==> src/rtl/riscv_divider.sv <==
// riscv_divider: iterative radix-2 restoring divider for the RV64M
// DIV/DIVU/REM/REMU and their W variants.
//
// Ports:
//   i_riscv_div_clk      clock, rising edge
//   i_riscv_div_rst      asynchronous active-high reset
//   i_riscv_div_start    request, sampled only while idle
//   i_riscv_div_flush    synchronous abort (wins over start)
//   i_riscv_div_op       00 DIV, 01 DIVU, 10 REM, 11 REMU
//   i_riscv_div_wordop   1 = 32-bit W variant
//   i_riscv_div_rs1data  dividend
//   i_riscv_div_rs2data  divisor
//   o_riscv_div_result   quotient or remainder, held until next completion
//   o_riscv_div_valid    one-cycle completion pulse
//   o_riscv_div_busy     operation in progress (pipeline stall request)
module riscv_divider #(
  parameter int XLEN = 64,
  parameter int WLEN = 32
) (
  input  logic            i_riscv_div_clk,
  input  logic            i_riscv_div_rst,
  input  logic            i_riscv_div_start,
  input  logic            i_riscv_div_flush,
  input  logic [1:0]      i_riscv_div_op,
  input  logic            i_riscv_div_wordop,
  input  logic [XLEN-1:0] i_riscv_div_rs1data,
  input  logic [XLEN-1:0] i_riscv_div_rs2data,
  output logic [XLEN-1:0] o_riscv_div_result,
  output logic            o_riscv_div_valid,
  output logic            o_riscv_div_busy
);

  localparam int CW = $clog2(XLEN);
  localparam logic [CW-1:0] ITER_FULL = CW'(XLEN - 1);
  localparam logic [CW-1:0] ITER_WORD = CW'(WLEN - 1);

  typedef enum logic [1:0] {IDLE, CALC, SIGN} state_t;

  state_t state, state_next;

  logic [1:0]      op_q;
  logic            wordop_q;
  logic            neg_q;      // negate quotient in SIGN
  logic            neg_r;      // negate remainder in SIGN
  logic [XLEN-1:0] quo;        // dividend bits shift out, quotient bits shift in
  logic [XLEN-1:0] rem;        // partial remainder
  logic [XLEN-1:0] dvs;        // divisor magnitude
  logic [CW-1:0]   count;

  // ---------------- operand preparation (used at accept) ----------------
  logic            is_signed;
  logic [XLEN-1:0] a_ext, b_ext, abs_a, abs_b, min_neg;
  logic            a_neg, b_neg, div_zero, sgn_ovf, accept;

  always_comb begin
    is_signed = ~i_riscv_div_op[0];
    if (i_riscv_div_wordop) begin
      a_ext   = {{(XLEN-WLEN){is_signed & i_riscv_div_rs1data[WLEN-1]}},
                 i_riscv_div_rs1data[WLEN-1:0]};
      b_ext   = {{(XLEN-WLEN){is_signed & i_riscv_div_rs2data[WLEN-1]}},
                 i_riscv_div_rs2data[WLEN-1:0]};
      min_neg = {{(XLEN-WLEN+1){1'b1}}, {(WLEN-1){1'b0}}};
    end else begin
      a_ext   = i_riscv_div_rs1data;
      b_ext   = i_riscv_div_rs2data;
      min_neg = {1'b1, {(XLEN-1){1'b0}}};
    end
    a_neg    = is_signed & a_ext[XLEN-1];
    b_neg    = is_signed & b_ext[XLEN-1];
    abs_a    = a_neg ? (~a_ext + 1'b1) : a_ext;
    abs_b    = b_neg ? (~b_ext + 1'b1) : b_ext;
    div_zero = (b_ext == '0);
    sgn_ovf  = is_signed && (a_ext == min_neg) && (b_ext == '1);
    accept   = (state == IDLE) && i_riscv_div_start && !i_riscv_div_flush;
  end

  // ---------------- restoring step ----------------
  logic [XLEN:0] trial;

  always_comb begin
    trial = {rem, quo[XLEN-1]} - {1'b0, dvs};
  end

  // ---------------- sign fix-up and result selection ----------------
  logic [XLEN-1:0] q_fix, r_fix, sel, res_next;

  always_comb begin
    q_fix = neg_q ? (~quo + 1'b1) : quo;
    r_fix = neg_r ? (~rem + 1'b1) : rem;
    sel   = op_q[1] ? r_fix : q_fix;
    if (wordop_q)
      res_next = {{(XLEN-WLEN){sel[WLEN-1]}}, sel[WLEN-1:0]};
    else
      res_next = sel;
  end

  // ---------------- FSM: state register ----------------
  always_ff @(posedge i_riscv_div_clk or posedge i_riscv_div_rst) begin
    if (i_riscv_div_rst) state <= IDLE;
    else                 state <= state_next;
  end

  // ---------------- FSM: next state ----------------
  always_comb begin
    state_next = state;
    case (state)
      IDLE: if (accept) state_next = (div_zero || sgn_ovf) ? SIGN : CALC;
      CALC: begin
        if (i_riscv_div_flush)   state_next = IDLE;
        else if (count == '0)    state_next = SIGN;
      end
      SIGN:    state_next = IDLE;
      default: state_next = IDLE;
    endcase
  end

  // ---------------- FSM: outputs ----------------
  always_comb begin
    o_riscv_div_busy = (state != IDLE);
  end

  // ---------------- datapath ----------------
  always_ff @(posedge i_riscv_div_clk or posedge i_riscv_div_rst) begin
    if (i_riscv_div_rst) begin
      op_q               <= '0;
      wordop_q           <= 1'b0;
      neg_q              <= 1'b0;
      neg_r              <= 1'b0;
      quo                <= '0;
      rem                <= '0;
      dvs                <= '0;
      count              <= '0;
      o_riscv_div_result <= '0;
      o_riscv_div_valid  <= 1'b0;
    end else begin
      o_riscv_div_valid <= 1'b0;
      case (state)
        IDLE: begin
          if (accept) begin
            op_q     <= i_riscv_div_op;
            wordop_q <= i_riscv_div_wordop;
            dvs      <= abs_b;
            count    <= i_riscv_div_wordop ? ITER_WORD : ITER_FULL;
            if (div_zero) begin
              // Special results are preloaded so SIGN passes them through.
              neg_q <= 1'b0;
              neg_r <= 1'b0;
              quo   <= '1;
              rem   <= a_ext;
            end else if (sgn_ovf) begin
              neg_q <= 1'b0;
              neg_r <= 1'b0;
              quo   <= a_ext;
              rem   <= '0;
            end else begin
              neg_q <= a_neg ^ b_neg;
              neg_r <= a_neg;
              // W ops start with the 32-bit dividend in the top half so that
              // 32 shifts leave the quotient in the low half.
              quo   <= i_riscv_div_wordop ? (abs_a << (XLEN - WLEN)) : abs_a;
              rem   <= '0;
            end
          end
        end
        CALC: begin
          if (!i_riscv_div_flush) begin
            if (!trial[XLEN]) begin
              rem <= trial[XLEN-1:0];
              quo <= {quo[XLEN-2:0], 1'b1};
            end else begin
              rem <= {rem[XLEN-2:0], quo[XLEN-1]};
              quo <= {quo[XLEN-2:0], 1'b0};
            end
            count <= count - 1'b1;
          end
        end
        SIGN: begin
          if (!i_riscv_div_flush) begin
            o_riscv_div_result <= res_next;
            o_riscv_div_valid  <= 1'b1;
          end
        end
        default: ;
      endcase
    end
  end

endmodule
==> config.mk <==
export PLATFORM = sky130hd
export DESIGN_NAME = riscv_divider
export DESIGN_NICKNAME = d
export VERILOG_FILES = /design/src/rtl/riscv_divider.sv
export SDC_FILE = /design/constraint.sdc
export NUM_CORES = 1
export LEC_CHECK = 0
export ABC_CLOCK_PERIOD_IN_PS = 11800
export CORE_ASPECT_RATIO = 1.75
export CORE_UTILIZATION = 53
export CTS_CLUSTER_SIZE = 20
export DETAILED_ROUTE_END_ITERATION = 10
export PLACE_DENSITY = 0.74
export RECOVER_POWER = 50
export SYNTH_ARGS = -nofsm -noshare
export SYNTH_HDL_FRONTEND = slang
export SYNTH_SLANG_ARGS = --single-unit
==> constraint.sdc <==
create_clock -name i_riscv_div_clk -period 11.8 [get_ports i_riscv_div_clk]
set_input_delay 1.18 -clock i_riscv_div_clk [delete_from_list [all_inputs] [get_ports i_riscv_div_clk]]
set_output_delay 1.18 -clock i_riscv_div_clk [all_outputs]
set_load 0.05 [all_outputs]
### Met2 routing

Cells faint in the background.
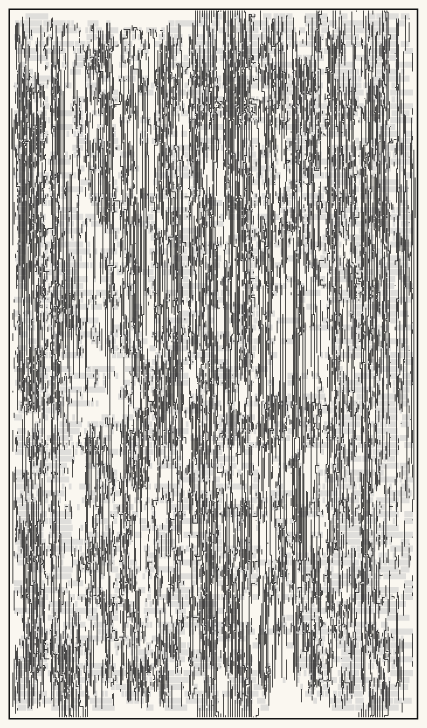
2696 nets have wire on it. The longest straight run is 138 µm. The wires run mostly vertical.

### Signal wires on met3

The bar under the picture is 50 µm long.
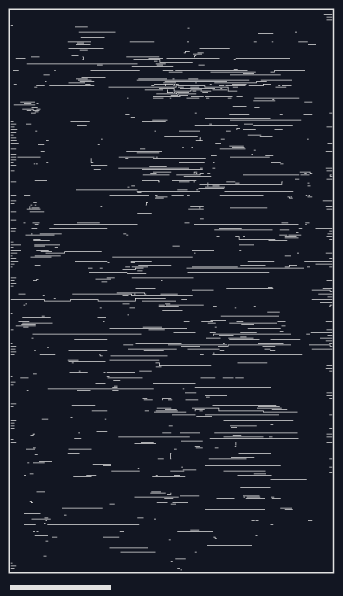
The layer carries 5500 µm of wire. The wires run mostly horizontal. The layer holds 6.3% of the routed length.

### I/O nets highlighted

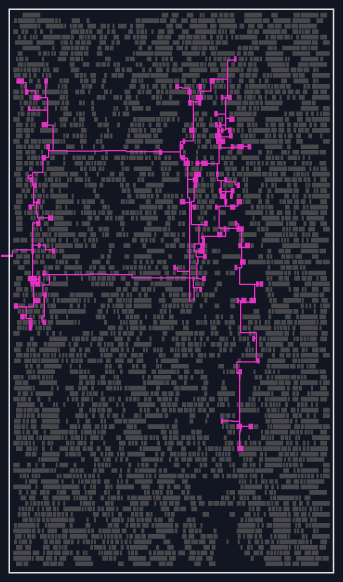
`i_riscv_div_wordop`: drawn in magenta, bits 1, direction input, edge west, end cells 111, buffers 2, wire 1090 µm.
number of port buffers: 200
number of top-level design ports: 201

### Placed cells, one colour a class

Fill, decap, tap and diode cells in grey.
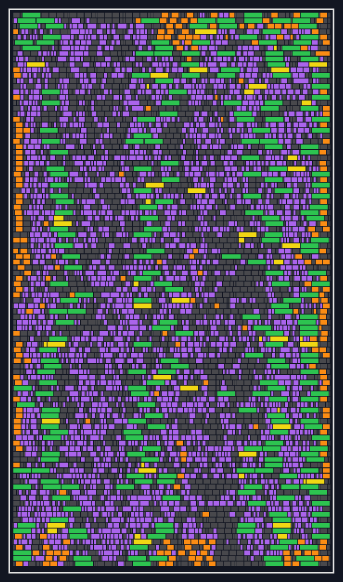
flops: drawn in green, cells 269, share of their area 26%. combinational and other logic: drawn in purple, cells 2632, share of their area 61%. clock drivers and dummy loads: drawn in yellow, cells 48, share of their area 3.4%. other buffers and delay cells: drawn in orange, cells 238, share of their area 8.9%.

==> run summary <==
On the backend side, the flow ran end to end.

Checking max transition, the worst relative margin is -2.668. Routing resource usage on met1 recorded by global route was 0.4569. The finished cells cover 0.02634 mm².

The total via count after detailed routing stands at 24290. In the final layout, the fill cell count is 4014. The placer congestion estimate stands at 1.063. The effective utilization at floorplan stands at 0.5362. The critical path ends at op_q[1]. The number of clock-tree buffers in the layout stands at 37. The worst setup path is launched from an input port. The repair_antennas step left the layout with diodes totalling 2. Registers represent a cell area share of 0.2557. In this run the standard cell core region covers 0.04322 mm². The area fraction of the dominant cell type after synthesis stands at 0.2905. In the synthesized netlist, the cells that appear most often are 368 x sky130_fd_sc_hd__o21ai_0, 359 x sky130_fd_sc_hd__nand2_1, 285 x sky130_fd_sc_hd__a21oi_1. The first detailed-routing pass took 6 iterations. The total CTS buffers stands at 27.

The power report attributes to the combinational group a share of 0.615. The worst-path maximum fanout stands at 122. Setup repair after global routing left no endpoint under its margin. The number of nets in the finished design stands at 3375.

The dominant power group in this design is combinational cells. Detailed-route iteration 0 reported a violation count of 2191. The smallest clock period supported by the final layout is computed as 5.481 ns. The multi-input combinational cells in the finished layout cover a total of 0.01531 mm². Clock network power for this build is 0.000880 W.

For reference, the top cells by area after synthesis are sky130_fd_sc_hd__dfrtp_1 29%, sky130_fd_sc_hd__o21ai_0 7.9%, sky130_fd_sc_hd__a21oi_1 6.2%. Detailed placement reports a standard cell area of 0.02549 mm². The post-route worst setup slack stands at 6.319 ns. The total setup buffers inserted after CTS stands at 0. The count of cells along the worst hold path stands at 2. The number of global-route vias before repair stands at 23180.

In the placement report, post-DP HPWL is listed as 67880 µm. In this run the critical register-to-register path is launched from quo[63]. The overall power of the completed layout stands at 0.006841 W. In this run, the synthesized area fraction spent on and/or/nand/nor cells is recorded as 0.2126. The top cell type in the final layout, fill and taps aside, is sky130_fd_sc_hd__o21ai_0.

Clock tree synthesis found a total of 269 sinks. Dividing the synthesized area by the synthesized cell count gives 7.470 µm². For hold timing, the worst endpoint is o_riscv_div_result[27]. For reference, the final report shows the hold violation count at 0. Looking at the global route congestion table, the highest-usage layer is met2. The critical path starts at i_riscv_div_rst.

The highest ir drop seen on vdd stands at 0.0001854 V. The setup TNS stands at 0 ns. The most used flip-flop cell after synthesis is sky130_fd_sc_hd__dfrtp_1. Measured along the x axis, the die boundary spans 160.1 µm. The average detailed-routed wire length per instance stands at 23.44 µm.

According to the timing report, the data required time at the worst endpoint equals 11.14 ns. The post-route core utilization stands at 0.6094. The number of signal-net buffers in the layout stands at 238.

The fraction of the yosys area taken by sequential cells stands at 0.2905. The tap cell count stands at 566. After synthesis the cells add up to 0.02317 mm². By area, the class that comes first in the final layout consists of multi-input combinational cells.

Yosys shows that the main logic family after synthesis is AND-OR/OR-AND gates. The die outline area stands at 0.04459 mm². Per the synthesis report, the AND-OR/OR-AND share of the synthesized area is 0.2896. Per the summary, power density relative to cell area is 259.7 mW/mm². The largest stage delay on the critical path stands at 3.01 ns. In this run, synthesis inferred 0 flip-flops with an integrated enable. The first global-routing pass estimated 134700 µm of wire. Measured along the y axis, the die boundary spans 278.6 µm. The tightest min-delay check is of the reg2reg type. For reference, the mux area share after synthesis is 0.01134.

Per the STA report, the cell with the highest stage delay on the worst path is sky130_fd_sc_hd__clkinvlp_2. The checks that failed: max-capacitance violations, max-slew violations. The global-route usage over all layers stands at 0.3888. The fraction of cell area in multi-input combinational cells is reported as 0.5814. In the global route stage, met2 resource usage came out at 0.6634.

The power dissipated by switching net loads stands at 0.003533 W. For the worst flop-to-flop path, the logic depth is 14. The pre-CTS setup slack stands at 6.231 ns. Per the synthesis report, the number of distinct cell types is 90.

Yosys printed 0 warnings. The flow ran to the end, but the final reports show violations. Looking at the clock tree report, the H-tree level count equals 1.

The highest clock frequency the design can meet stands at 182.5 MHz. The post-synthesis chip area from yosys stands at 0.02317 mm². The number of nets with antenna violations after routing stands at 0.

Entering global routing, the biggest net connects 149 pins. met3 track demand over resource after global routing is 0.04069. The number of instances in the placed design stands at 3705.

The non-clock buffer contribution to total cell area stands at 0.08637. At floorplan, the net count of the design was reported as 3309. The floorplan row count stands at 101. The worst setup path is captured at an async pin. Summed over all combinational cells, the power is 0.00420 W. 2520 cells are multi-input combinational gates. The post-route worst hold slack stands at 0.4732 ns. STA lists the endpoint of the worst register-to-register path as rem[58]. The total leakage power stands at 10.52 nW. sky130_fd_sc_hd__dfrtp_1 takes more of the synthesized area than any other cell. Clock-pin slew was measured on the worst setup and hold paths at 0.06 ns.

The final sequential cell count stands at 269. The number of antenna violations at the first check in global routing stands at 3. The maximum buffer depth of the clock tree stands at 3. In this design, the largest share of critical-path delay is due to buffers and inverters. The data arrival time at the worst-slack endpoint stands at 4.82 ns. In this run the clock root is driven by a sky130_fd_sc_hd__clkbuf_16. In this run the most critical hold path is launched from o_riscv_div_result[27]. Looking at the setup timing report, the critical path kind is in2async. The met2 wire length stands at 42410 µm. After synthesis, the design contains 3102 cells according to Yosys. TritonCTS built the clock tree. The transition time recorded at the tightest slew-check pin is 5.472 ns.

In the post-synthesis netlist, the cell with the most instances is sky130_fd_sc_hd__o21ai_0. The highest metal layer carrying signal wires in the routed design is met4. The number of remaining DRC errors stands at 0.

The net switching fraction of the power stands at 0.5164. The sequential power share stands at 0.257. For this block, wires on met1 add up to 33490 µm.

The power share of the clock group stands at 0.129. The area added between synthesis and finish stands at 13.66%. The total global routing overflow stands at 0. The met3 wire length stands at 5501 µm. The count of maximum capacitance violations stands at 5. The power report lists cell-internal power as 0.003308 W. The layout summary lists the proportion of cells stronger than drive strength 1 as 0.04110. The top cell types in the final layout, fill and taps aside, are 368 x sky130_fd_sc_hd__o21ai_0, 357 x sky130_fd_sc_hd__nand2_1, 283 x sky130_fd_sc_hd__a21oi_1. The report lists the cells along the critical path as dlygate4sd3_1 -> clkinvlp_2. The critical path runs through a total of 2 cells. Counting flops with an async set or reset pin after synthesis yields a share of 1.000. The synthesized netlist handed to floorplanning was reported with a cell count of 3102. The register bit total from synthesis stands at 269. The total of cells resized after clock tree synthesis stands at 0. The area used by sequential logic in the layout stands at 0.006735 mm². The number of buffers inserted for hold repair after clock tree synthesis stands at 0. The total setup violations reported at the end of the flow stands at 0. The post-route clock skew stands at 0.02664 ns. The share of the clock period used by the worst path stands at 0.4645.

The proportion of cell area spent on the clock network stands at 0.03340. The final standard cell count with taps included and fillers excluded stands at 3755. The OpenROAD warning count stands at 34. In the final report, the number of pins over their slew limit comes to 269.

The cell-mix breakdown from Yosys lists the XOR/XNOR area share as 0.1055.
No activity file was given, so power comes from the tool's default toggle rates.
